File: config.mk
export PLATFORM = sky130hd
export DESIGN_NAME = seq_muldiv
export DESIGN_NICKNAME = d
export VERILOG_FILES = /design/src/rtl/muldiv_pkg.sv /design/src/rtl/addsub_n.sv /design/src/rtl/seq_muldiv.sv
export SDC_FILE = /design/constraint.sdc
export NUM_CORES = 1
export LEC_CHECK = 0
export CAP_MARGIN = 20
export CELL_PAD_IN_SITES_DETAIL_PLACEMENT = 1
export CELL_PAD_IN_SITES_GLOBAL_PLACEMENT = 1
export CORE_MARGIN = 2
export CORE_UTILIZATION = 30
export CTS_CLUSTER_DIAMETER = 60
export DETAILED_ROUTE_END_ITERATION = 8
export PLACE_DENSITY = 0.7
export SETUP_SLACK_MARGIN = 0.2
export SLEW_MARGIN = 10
export SYNTH_ARGS = -nofsm -noshare
export SYNTH_HDL_FRONTEND = slang
export SYNTH_SLANG_ARGS = --single-unit
File: constraint.sdc
create_clock -name clk -period 6.1 [get_ports clk]
set_clock_uncertainty 0.2 [all_clocks]
set_input_delay 1.22 -clock clk [delete_from_list [all_inputs] [get_ports clk]]
set_output_delay 1.22 -clock clk [all_outputs]
set_load 0.01 [all_outputs]
File: src/rtl/muldiv_pkg.sv
// rtl/muldiv_pkg.sv - shared state, opcode and counter definitions for seq_muldiv
package muldiv_pkg;

  typedef enum logic [1:0] {
    IDLE = 2'd0,
    RUN  = 2'd1,
    DONE = 2'd2
  } state_t;

  localparam logic OP_MUL = 1'b0;
  localparam logic OP_DIV = 1'b1;

  // Counter is sized for the widest legal operand so every WIDTH shares one encoding.
  localparam int WIDTH_MAX = 32;
  localparam int CNT_W     = $clog2(WIDTH_MAX + 1);

endpackage

File: src/rtl/addsub_n.sv
// rtl/addsub_n.sv - parametrised ripple adder/subtractor, subtract as x + ~y + 1
module addsub_n #(
  parameter int N = 9
) (
  input  logic [N-1:0] x,
  input  logic [N-1:0] y,
  input  logic         sub,
  output logic [N-1:0] s,
  output logic         co
);

  always_comb begin : ripple
    logic [N:0]   c;
    logic [N-1:0] yy;
    yy   = y ^ {N{sub}};
    c    = '0;
    c[0] = sub;
    s    = '0;
    for (int i = 0; i < N; i++) begin
      s[i]   = x[i] ^ yy[i] ^ c[i];
      c[i+1] = (x[i] & yy[i]) | (x[i] & c[i]) | (yy[i] & c[i]);
    end
    co = c[N];
  end

endmodule

File: src/rtl/seq_muldiv.sv
// rtl/seq_muldiv.sv - iterative unsigned multiply (shift-add) / divide (restoring), one bit per clock
import muldiv_pkg::*;

module seq_muldiv #(
  parameter int WIDTH = 8
) (
  input  logic             clk,
  input  logic             reset,
  input  logic             start,
  input  logic             op,
  input  logic [WIDTH-1:0] a,
  input  logic [WIDTH-1:0] b,
  output logic             busy,
  output logic             done,
  output logic [WIDTH-1:0] result_lo,
  output logic [WIDTH-1:0] result_hi,
  output logic             div_zero
);

  state_t           state;
  logic [CNT_W-1:0] cnt;
  logic             op_r;

  // acc_hi doubles as the remainder, acc_lo as the quotient, opnd as multiplicand or divisor.
  logic [WIDTH:0]   acc_hi;
  logic [WIDTH-1:0] acc_lo;
  logic [WIDTH-1:0] opnd;

  logic [WIDTH:0]   add_x;
  logic [WIDTH:0]   add_y;
  logic             add_sub;
  logic [WIDTH:0]   add_s;
  logic             add_co;
  logic             unused_co;

  logic [WIDTH:0]   rem_sh;
  logic [WIDTH:0]   sum;
  logic [WIDTH:0]   nxt_hi;
  logic [WIDTH-1:0] nxt_lo;

  addsub_n #(.N(WIDTH + 1)) u_addsub (
    .x   (add_x),
    .y   (add_y),
    .sub (add_sub),
    .s   (add_s),
    .co  (add_co)
  );

  assign unused_co = add_co;

  always_comb begin
    rem_sh  = {acc_hi[WIDTH-1:0], acc_lo[WIDTH-1]};
    add_x   = (op_r == OP_DIV) ? rem_sh : acc_hi;
    add_y   = {1'b0, opnd};
    add_sub = op_r;
    sum     = acc_hi;
    nxt_hi  = acc_hi;
    nxt_lo  = acc_lo;
    if (op_r == OP_DIV) begin
      // Trial MSB set means the subtraction went negative: restore.
      if (!add_s[WIDTH]) begin
        nxt_hi = add_s;
        nxt_lo = {acc_lo[WIDTH-2:0], 1'b1};
      end else begin
        nxt_hi = rem_sh;
        nxt_lo = {acc_lo[WIDTH-2:0], 1'b0};
      end
    end else begin
      sum    = acc_lo[0] ? add_s : acc_hi;
      nxt_hi = {1'b0, sum[WIDTH:1]};
      nxt_lo = {sum[0], acc_lo[WIDTH-1:1]};
    end
  end

  always_ff @(posedge clk) begin
    if (reset) begin
      state     <= IDLE;
      busy      <= 1'b0;
      done      <= 1'b0;
      div_zero  <= 1'b0;
      result_lo <= '0;
      result_hi <= '0;
      cnt       <= '0;
      op_r      <= OP_MUL;
      acc_hi    <= '0;
      acc_lo    <= '0;
      opnd      <= '0;
    end else begin
      busy <= (state != IDLE);
      done <= (state == DONE);
      case (state)
        IDLE: begin
          if (start) begin
            op_r <= op;
            if (op == OP_DIV && b == '0) begin
              result_lo <= '1;
              result_hi <= a;
              div_zero  <= 1'b1;
              state     <= DONE;
            end else begin
              acc_hi <= '0;
              acc_lo <= a;
              opnd   <= b;
              cnt    <= CNT_W'(WIDTH);
              state  <= RUN;
            end
          end
        end
        RUN: begin
          acc_hi <= nxt_hi;
          acc_lo <= nxt_lo;
          cnt    <= cnt - CNT_W'(1);
          if (cnt == CNT_W'(1)) begin
            result_lo <= nxt_lo;
            result_hi <= nxt_hi[WIDTH-1:0];
            div_zero  <= 1'b0;
            state     <= DONE;
          end
        end
        DONE: state <= IDLE;
        default: state <= IDLE;
      endcase
    end
  end

endmodule

Fig. 1: routed clock nets over the placement
Scale bar: 20 um.
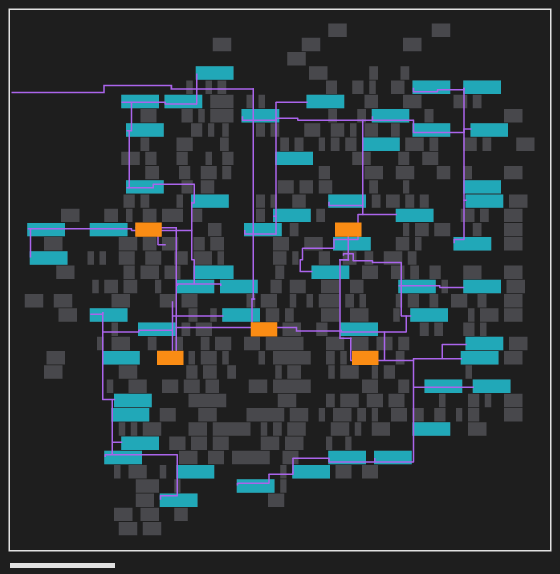
Purple stands for clock wires, length 753 um. Orange stands for clock drivers, count 5. Cyan stands for flip-flops, count 53.
There are 6 routed clock nets.
clock group share of total power: 0.279
clock network power: 0.216 mW
clock insertion delay at the later pin of the skew report: 0.33 ns

Fig. 2: register map, names as in the netlist
Other sequential cells in the stronger gray, the rest of the logic in the fainter gray.
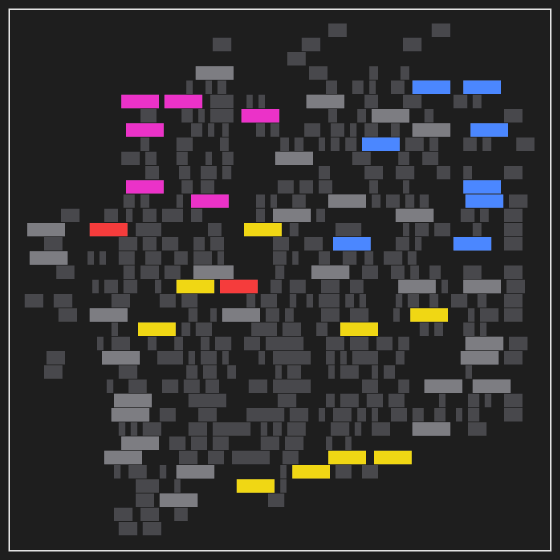
Blue stands for result_lo, flops 8. Red stands for state, flops 2. Yellow stands for acc_hi, flops 9. Magenta stands for cnt, flops 6.
sequential share of cell area: 0.3036
total area of sequential cells: 1062 um2
power dissipated in sequential cells: 0.390 mW
final core utilization: 0.3629

==> run notes <==
The following summarizes the physical implementation.

Die
The I/O pin count is 39. The overall die area is 10,640 um2. The horizontal die dimension is 103.1 um.

Power and ir drop
Total power for the finished layout comes to 0.7728 mW. The power group with the highest consumption is sequential cells. The design internal power is 0.5242 mW.

CTS
CTS built an H-tree with a depth of 2. After clock tree synthesis, the setup repair step added 0 buffers. In this run, post-CTS repair resized a total of 0 instances.

Global routing
For met1 alone, demand over resource in global routing was 0.2213. Entering global routing, the biggest net connects 44 pins. The most congested layer reported by global routing is met2.

The met3 capacity usage during global routing is 0.02576. The via count of the first global-routing pass came to 2,574.

STA
Of the available clock period, the critical path in the final layout requires 0.8185. The total setup violations reported at the end of the flow is 0.

Hold path
The hold path depth is 2.

Critical path
The startpoint identified for the worst register-to-register timing path is add_sub$_SDFFE_PP0P_. The worst setup path is launched from a register. The critical path data arrival time is 5.02 ns.

Routing
The detail-routed net length per standard cell is 16.46 um. Summed over all layers, the routed wires come to 8067 um. The mean number of vias per cell is 5.214. The script parses the final routing iteration and logs DRC violations as 0.

Synth
For this run, asynchronously set or reset flops after synthesis account for 0. The cell area that synthesis handed to floorplanning was 2949 um2.

Placement
Once detailed placement completed, the half-perimeter wirelength came to 5822 um.

Status
The flow ran to the end, and the final reports show no timing, DRC or antenna violations.
Fig. 3: clock nets
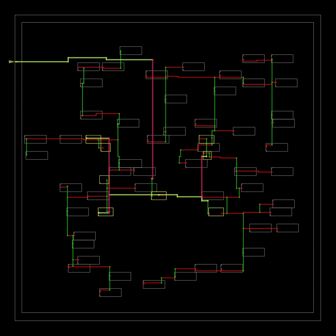
clock buffers created by TritonCTS: 5
number of flip-flops and latches: 53
count of clock-net buffers in the final layout: 5
# clock sinks: 53

cell type report:
type / instances / share of cell area
inverter: 15 / 0.01609
tap: 133 / 0.04757
timing repair buffer: 44 / 0.1216
clock inverter: 3 / 0.007153
sequential: 53 / 0.3036
clock buffer: 5 / 0.01967
multi-input combinational: 237 / 0.4843
metrics by stage:
| step | worst slack [ns] | instances | hold slack [ns] |
|---|---|---|---|
| finish | 1.107 | 490 | 0.2775 |
| global route | 0.7885 | 490 | 0.3012 |
| CTS | 1.083 | 490 | 0.2802 |
| detailed placement | 1.117 | 482 | 0.2604 |
| global placement | 1.239 | 482 | 0.2597 |
| floorplan | 1.052 | 333 | 0.2477 |
routing by layer:
| layer | vias to the layer above | part of all wire |
|---|---|---|
| met5 | - | 0 |
| met4 | 0 | 0.015 |
| met3 | 11 | 0.035 |
| met2 | 44 | 0.45 |
| met1 | 1250 | 0.50 |
| li1 | 1250 | - |
state kept, by name, summed over array words and instances, names as in the netlist:
name,flops
acc_hi,9
acc_lo,8
div_zero,1
cnt,6
result_hi,8
result_lo,8
busy,1
state,2
opnd,8
add_sub,1
done,1
kinds of logic after synthesis:
family	share of synthesized area
and+or+nand+nor	0.1841
DFF	0.3598
adders and majority gates	0.05600
xor gates and xnor gates	0.02970
muxes	0.1124
buffers and inverters	0.06576
AOI/OAI and AO/OA	0.1922
tightest hold or removal path, stage by stage (launching register included):
cell and delay (ns):
sky130_fd_sc_hd__dfxtp_1 0.33, sky130_fd_sc_hd__nand2_1 0.05, sky130_fd_sc_hd__o22ai_1 0.06
Yosys cell counts, drive strengths merged (2+ instances only):
cell	number	area [um2]
inv	15	56.30
o32ai	5	43.79
and4	2	17.52
nor3b	4	30.03
a31oi	2	12.51
and2	2	12.51
nand2b	8	50.05
nor3	13	65.06
o21bai	2	15.01
a211o	2	17.52
or2	4	25.02
fa	7	140.1
clkbuf	11	41.29
o22ai	5	31.28
or3	2	12.51
nand3	13	65.06
a211oi	9	67.56
nand2	19	71.32
mux2i	32	320.3
o211ai	4	30.03
nor4	4	31.28
a21oi	22	110.1
a311oi	5	43.79
buf	17	96.34
o31ai	2	15.01
o21ai	4	20.01
nor2b	3	18.77
xnor2	8	70.07
ha	2	25.02
dfxtp	53	1061
xor2	2	17.52
o221ai	4	35.03
a21o	2	15.01
nor2	25	93.84
worst max-delay path by stage:
| stage | start | end | cells after the start |
|---|---|---|---|
| after CTS | add_sub$_SDFFE_PP0P_ | acc_hi[1]$_SDFFE_PP0P_ | 15 |
| after global placement | add_sub$_SDFFE_PP0P_ | result_hi[2]$_SDFFE_PP0P_ | 15 |
| after floorplan | add_sub$_SDFFE_PP0P_ | acc_hi[1]$_SDFFE_PP0P_ | 19 |
| after detailed placement | add_sub$_SDFFE_PP0P_ | acc_hi[6]$_SDFFE_PP0P_ | 15 |
| final | add_sub$_SDFFE_PP0P_ | acc_hi[1]$_SDFFE_PP0P_ | 15 |
| after global routing | add_sub$_SDFFE_PP0P_ | result_hi[6]$_SDFFE_PP0P_ | 15 |
Power figures rest on the tool's default switching activity, not on a simulated workload.
